$ cat src/rtl/mod5_pkg.sv
// Shared types and arithmetic for the serial mod-5 check transmitter.
// The check field makes the framed stream (data followed by check bits,
// MSB first) an exact multiple of 5.
package mod5_pkg;

    typedef enum logic [1:0] {
        IDLE  = 2'd0,
        DATA  = 2'd1,
        CHECK = 2'd2
    } state_e;

    localparam int CHECK_W = 3;

    // One remainder step of a serial MSB-first mod-5 reduction.
    // 2*rem+bit is at most 9, so a single conditional subtract is enough.
    function automatic logic [2:0] mod5_step(input logic [2:0] rem, input logic b);
        logic [3:0] acc;
        acc = {rem, 1'b0} + {3'b000, b};
        if (acc >= 4'd5) begin
            acc = acc - 4'd5;
        end
        return acc[2:0];
    endfunction

    // Check field for a data remainder r: appending three bits multiplies
    // the data by 8 (== 3 mod 5), so the field must equal 2*r mod 5.
    function automatic logic [CHECK_W-1:0] mod5_check(input logic [2:0] rem);
        logic [CHECK_W-1:0] chk;
        case (rem)
            3'd0:    chk = 3'b000;
            3'd1:    chk = 3'b010;
            3'd2:    chk = 3'b100;
            3'd3:    chk = 3'b001;
            3'd4:    chk = 3'b011;
            default: chk = 3'b000;
        endcase
        return chk;
    endfunction

endpackage

$ cat src/rtl/mod5_step_cell.sv
// Combinational mod-5 remainder cell: next = (2*rem + bit) mod 5.
// Used inside the transmitter and usable as a receiver-side checker.
module mod5_step_cell
    import mod5_pkg::*;
(
    input  logic [2:0] rem_i,
    input  logic       bit_i,
    output logic [2:0] rem_o
);

    // Pure arithmetic step, no state.
    always_comb begin
        rem_o = mod5_step(rem_i, bit_i);
    end

endmodule

$ cat src/rtl/mod5_check_tx.sv
// Serial transmitter: sends a DATA_W-bit word MSB first, then a 3-bit
// check field so the whole frame read as an integer is divisible by 5.
// Valid/ready on both sides; a frame never drops or repeats a bit when
// the sink stalls.
module mod5_check_tx
    import mod5_pkg::*;
#(
    parameter int DATA_W = 8
) (
    input  logic              clk,
    input  logic              rst,
    input  logic [DATA_W-1:0] din,
    input  logic              din_valid,
    output logic              din_ready,
    output logic              sout,
    output logic              sout_valid,
    input  logic              sout_ready,
    output logic              sout_last
);

    // The shift register carries either the data word or the check field,
    // left-aligned so the bit on the wire is always its MSB.
    localparam int SHIFT_W = (DATA_W > CHECK_W) ? DATA_W : CHECK_W;
    localparam int CNT_W   = $clog2(SHIFT_W);

    localparam logic [CNT_W-1:0] DATA_LAST_CNT  = CNT_W'(DATA_W - 1);
    localparam logic [CNT_W-1:0] CHECK_LAST_CNT = CNT_W'(CHECK_W - 1);
    localparam logic [CNT_W-1:0] CNT_ONE        = CNT_W'(1);

    state_e               state_q, state_d;
    logic [SHIFT_W-1:0]   shift_q, shift_d;
    logic [2:0]           rem_q, rem_d;
    logic [CNT_W-1:0]     cnt_q, cnt_d;
    logic                 sout_q, sout_d;
    logic                 valid_q, valid_d;
    logic                 last_q, last_d;

    logic                 load;
    logic                 xfer;
    logic [2:0]           remNext;
    logic [CHECK_W-1:0]   checkBits;

    // Remainder including the bit currently on the wire; on the last data
    // bit this is the full data word mod 5.
    mod5_step_cell u_step (
        .rem_i (rem_q),
        .bit_i (sout_q),
        .rem_o (remNext)
    );

    assign load      = (state_q == IDLE) && din_valid;
    assign xfer      = valid_q && sout_ready;
    assign checkBits = mod5_check(remNext);

    // State and datapath registers; reset abandons any partial frame.
    always_ff @(posedge clk or posedge rst) begin
        if (rst) begin
            state_q <= IDLE;
            shift_q <= '0;
            rem_q   <= '0;
            cnt_q   <= '0;
            sout_q  <= 1'b0;
            valid_q <= 1'b0;
            last_q  <= 1'b0;
        end else begin
            state_q <= state_d;
            shift_q <= shift_d;
            rem_q   <= rem_d;
            cnt_q   <= cnt_d;
            sout_q  <= sout_d;
            valid_q <= valid_d;
            last_q  <= last_d;
        end
    end

    // Frame sequencing: a phase only advances when its final bit is taken.
    always_comb begin
        state_d = state_q;
        unique case (state_q)
            IDLE: begin
                if (load) begin
                    state_d = DATA;
                end
            end
            DATA: begin
                if (xfer && (cnt_q == '0)) begin
                    state_d = CHECK;
                end
            end
            CHECK: begin
                if (xfer && (cnt_q == '0)) begin
                    state_d = IDLE;
                end
            end
            default: state_d = IDLE;
        endcase
    end

    // Next values of the registered outputs and datapath; everything holds
    // unless a word is loaded or a bit is transferred.
    always_comb begin
        shift_d = shift_q;
        rem_d   = rem_q;
        cnt_d   = cnt_q;
        sout_d  = sout_q;
        valid_d = valid_q;
        last_d  = last_q;
        unique case (state_q)
            IDLE: begin
                if (load) begin
                    shift_d = '0;
                    shift_d[SHIFT_W-1 -: DATA_W] = din;
                    rem_d   = '0;
                    cnt_d   = DATA_LAST_CNT;
                    sout_d  = din[DATA_W-1];
                    valid_d = 1'b1;
                    last_d  = 1'b0;
                end
            end
            DATA: begin
                if (xfer) begin
                    rem_d = remNext;
                    if (cnt_q == '0) begin
                        shift_d = '0;
                        shift_d[SHIFT_W-1 -: CHECK_W] = checkBits;
                        cnt_d  = CHECK_LAST_CNT;
                        sout_d = checkBits[CHECK_W-1];
                    end else begin
                        shift_d = shift_q << 1;
                        cnt_d   = cnt_q - CNT_ONE;
                        sout_d  = shift_q[SHIFT_W-2];
                    end
                end
            end
            CHECK: begin
                if (xfer) begin
                    if (cnt_q == '0) begin
                        valid_d = 1'b0;
                        last_d  = 1'b0;
                        sout_d  = 1'b0;
                    end else begin
                        shift_d = shift_q << 1;
                        cnt_d   = cnt_q - CNT_ONE;
                        sout_d  = shift_q[SHIFT_W-2];
                        last_d  = (cnt_q == CNT_ONE);
                    end
                end
            end
            default: begin
                valid_d = 1'b0;
                last_d  = 1'b0;
            end
        endcase
    end

    // din_ready comes from the state register alone, so no input reaches it.
    assign din_ready  = (state_q == IDLE);
    assign sout       = sout_q;
    assign sout_valid = valid_q;
    assign sout_last  = last_q;

endmodule

$ cat config.mk
export PLATFORM = sky130hd
export DESIGN_NAME = mod5_check_tx
export DESIGN_NICKNAME = d
export VERILOG_FILES = /design/src/rtl/mod5_pkg.sv /design/src/rtl/mod5_step_cell.sv /design/src/rtl/mod5_check_tx.sv
export SDC_FILE = /design/constraint.sdc
export NUM_CORES = 1
export LEC_CHECK = 0
export CORE_ASPECT_RATIO = 1.75
export CORE_UTILIZATION = 54
export DETAILED_ROUTE_END_ITERATION = 6
export PLACE_DENSITY = 0.78
export SYNTH_ARGS = -nofsm -noshare
export SYNTH_HDL_FRONTEND = slang
export SYNTH_HIERARCHICAL = 1
export SYNTH_SLANG_ARGS = --single-unit
$ cat constraint.sdc
create_clock -name clk -period 2.8 [get_ports clk]
set_input_delay 0.56 -clock clk [delete_from_list [all_inputs] [get_ports clk]]
set_output_delay 0.56 -clock clk [all_outputs]
set_load 0.01 [all_outputs]
Ports around the boundary:
Bar = 10 microns. Pins as bars across the die edge, other pins in grey.
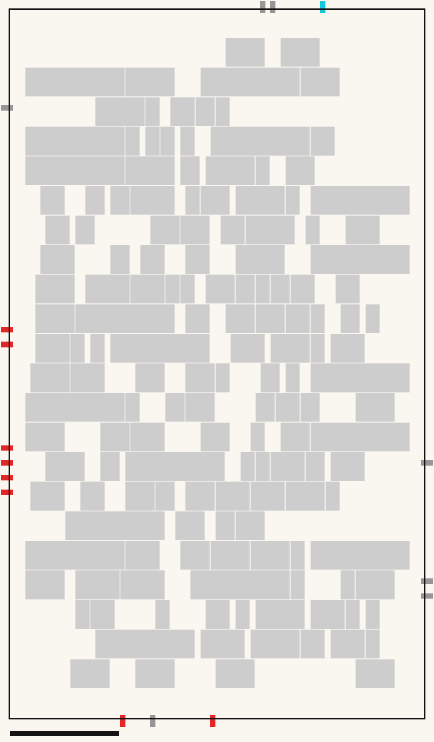
colour	port	pins	direction	edge
red	din	8	input	6 left, 2 bottom
cyan	sout_valid	1	output	top
all pins by edge	7 left, 3 bottom, 3 right, 3 top
Buffers on Ports: 15
Die Width: 38.1 microns
die height: 65.1 microns

Signal wires by layer:
Bar = 10 microns. Two of the layers only.
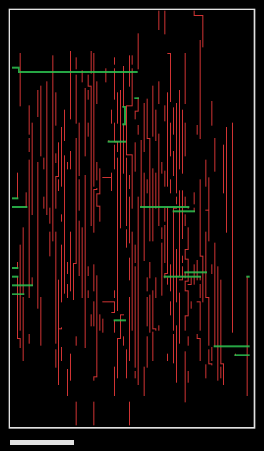
colour	layer	wire length
green	M3	63.2 microns
red	M2	1460 microns
via count: 1054
drt wl/cell: 14.9 microns
gr usage total: 24.6%
Routed WL: 2620 microns

Cell classes on the final placement:
Bar = 10 microns. Fill, decap, tap and diode cells in grey.
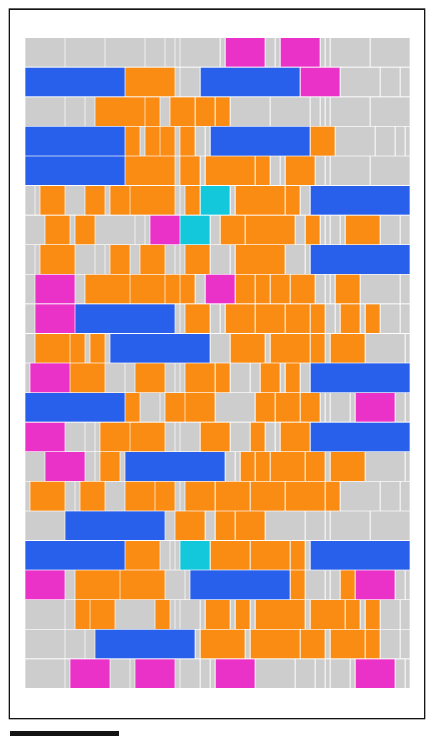
colour	class	cells	share of their area
cyan	clock-net drivers	3	1.6%
orange	remaining logic cells	114	54%
magenta	remaining buffers and delay cells	17	12%
blue	registers	18	32%
Finished Cell Area: 0.00143 sq mm
Core ar.: 0.00212 sq mm
fraction of area in registers: 31.6%
# rows: 22

Where the registers sit:
Bar = 10 microns. Other sequential cells in the stronger grey, the rest of the logic in the fainter grey.
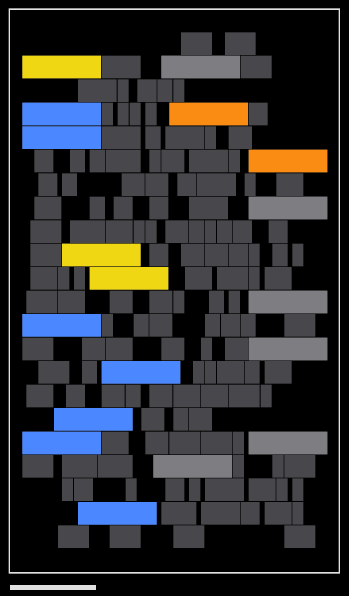
colour	netlist name	sequential cells
yellow	cnt_q	3
orange	state_q	2
blue	shift_q	7
not coloured	6
Layout Utilization: 67.4%
Sequential Power: 481 uW
Register Area: 450 sq um

## area by class of cell
cell class	instances	area [sq um]
Clock buffer	3	22.5
Fill cell	185	692
Inverter	12	45.0
Multi-Input combinational cell	102	714
Sequential cell	18	450
Tap cell	24	30.0
Timing Repair Buffer	17	165
## critical path: cells and delay by family, from the launching register on
kind | cells | cell delay (ps)
compound gates | 2 | 350
fa+ha+maj | 1 | 190
flops | 1 | 420
mux | 2 | 560
simple gates | 2 | 620
buf+inv | 1 | 100
## kinds of logic (layout without fill, tap and decap cells)
kind of cell    after synthesis  in the layout  share of synthesized area, %
compound gates               47             47                          26.9
fa+ha+maj                     9              9                          9.17
mux                           5              5                          4.48
flops                        18             18                          36.7
buf+inv                      16             32                          5.19
simple gates                 39             39                          16.2
xor+xnor                      2              2                          1.43
## per-layer routing
layer	vias to the layer above	track usage, %	part of all wire, %	wire [microns]
li1	528	-	-	-
met1	499	27.0	41	1060
met2	23	46.2	56	1460
met3	4	2.03	2.4	63
met4	0	8.04	1.2	31
met5	-	0	0	0
## power breakdown
part / leakage, nW / internal [mW] / switching (mW)
Clock: 0.0138 / 0.0503 / 0.0825
Sequential: 0.222 / 0.383 / 0.0975
Combinational: 0.392 / 0.484 / 0.608
Total: 0.628 / 0.917 / 0.788
## cell usage after synthesis (all sizes together), types with 4 or more instances
library cell   n
a2bb2oi        5
nor2           7
dfrtp         18
mux2           4
a31oi          6
a21oi         12
o2bb2ai        4
nand2         15
inv           12
nor2b          4
o21ai          4
ha             9
## flip-flops by register name (all words and copies together) (netlist names)
register and flops:
sout_last 1, sout_valid 1, sout 1, state_q 2, cnt_q 3, shift_q 7, rem_q 3
==> impl_metrics.tcl <==
# implementation run metrics
set metrics [dict create \
    worst_pin_slew_ps 717 \
    yosysWarnings 6 \
    yosys.stat.chipArea_sq_mm 0.00123 \
    placed_area_sq_mm 0.00141 \
    viasPerCell 5.99 \
    ys.flops 18 \
    htreeDepth 1 \
    layout_top_cells "18 x dfrtp_1, 15 x nand2_1, 15 x clkdlybuf4s50_1" \
    clk_pin_slew_ps 100 \
    power.leakage_nw 0.628 \
    place.detailed.instances 173 \
    finClkSkew_ps 2.41 \
    ios 16 \
    grt_start_max_net_pins 19 \
    fin_cells 176 \
    synthToLayoutAreaGrowth_pct 16.2 \
    cp_data_required_time_ps 3050 \
    cts_root_buffer "clkbuf_4" \
    syn_inst 136 \
    insertedDiodeCount 0 \
    yosys.stat.seqShare_pct 36.7 \
    regToRegSetupSlack_ps 500 \
    cts_tree "built" \
    first_global_vias 1001 \
    slew_violations 0 \
    lay_top_count "dfrtp_1" \
    outcome "finished clean" \
    cpMaxStageDelayCell "or4b_1" \
    worst_slack_ps 504 \
    synth-main-ff-cell "dfrtp_1" \
    fmax_mhz 435 \
    hold-path-endpoint "sout_last" \
    min_path_cells 2 \
    fin_crit_ps 2300 \
    clk_path_buf_depth 2 \
    r2r_start "rem_q[0]" \
    synth_area_sq_mm 0.00123 \
    edf_count 0 \
    slew_headroom_pct 52.1 \
    tool_warnings 32 \
]
No activity file was given, so power comes from the tool's default toggle rates.
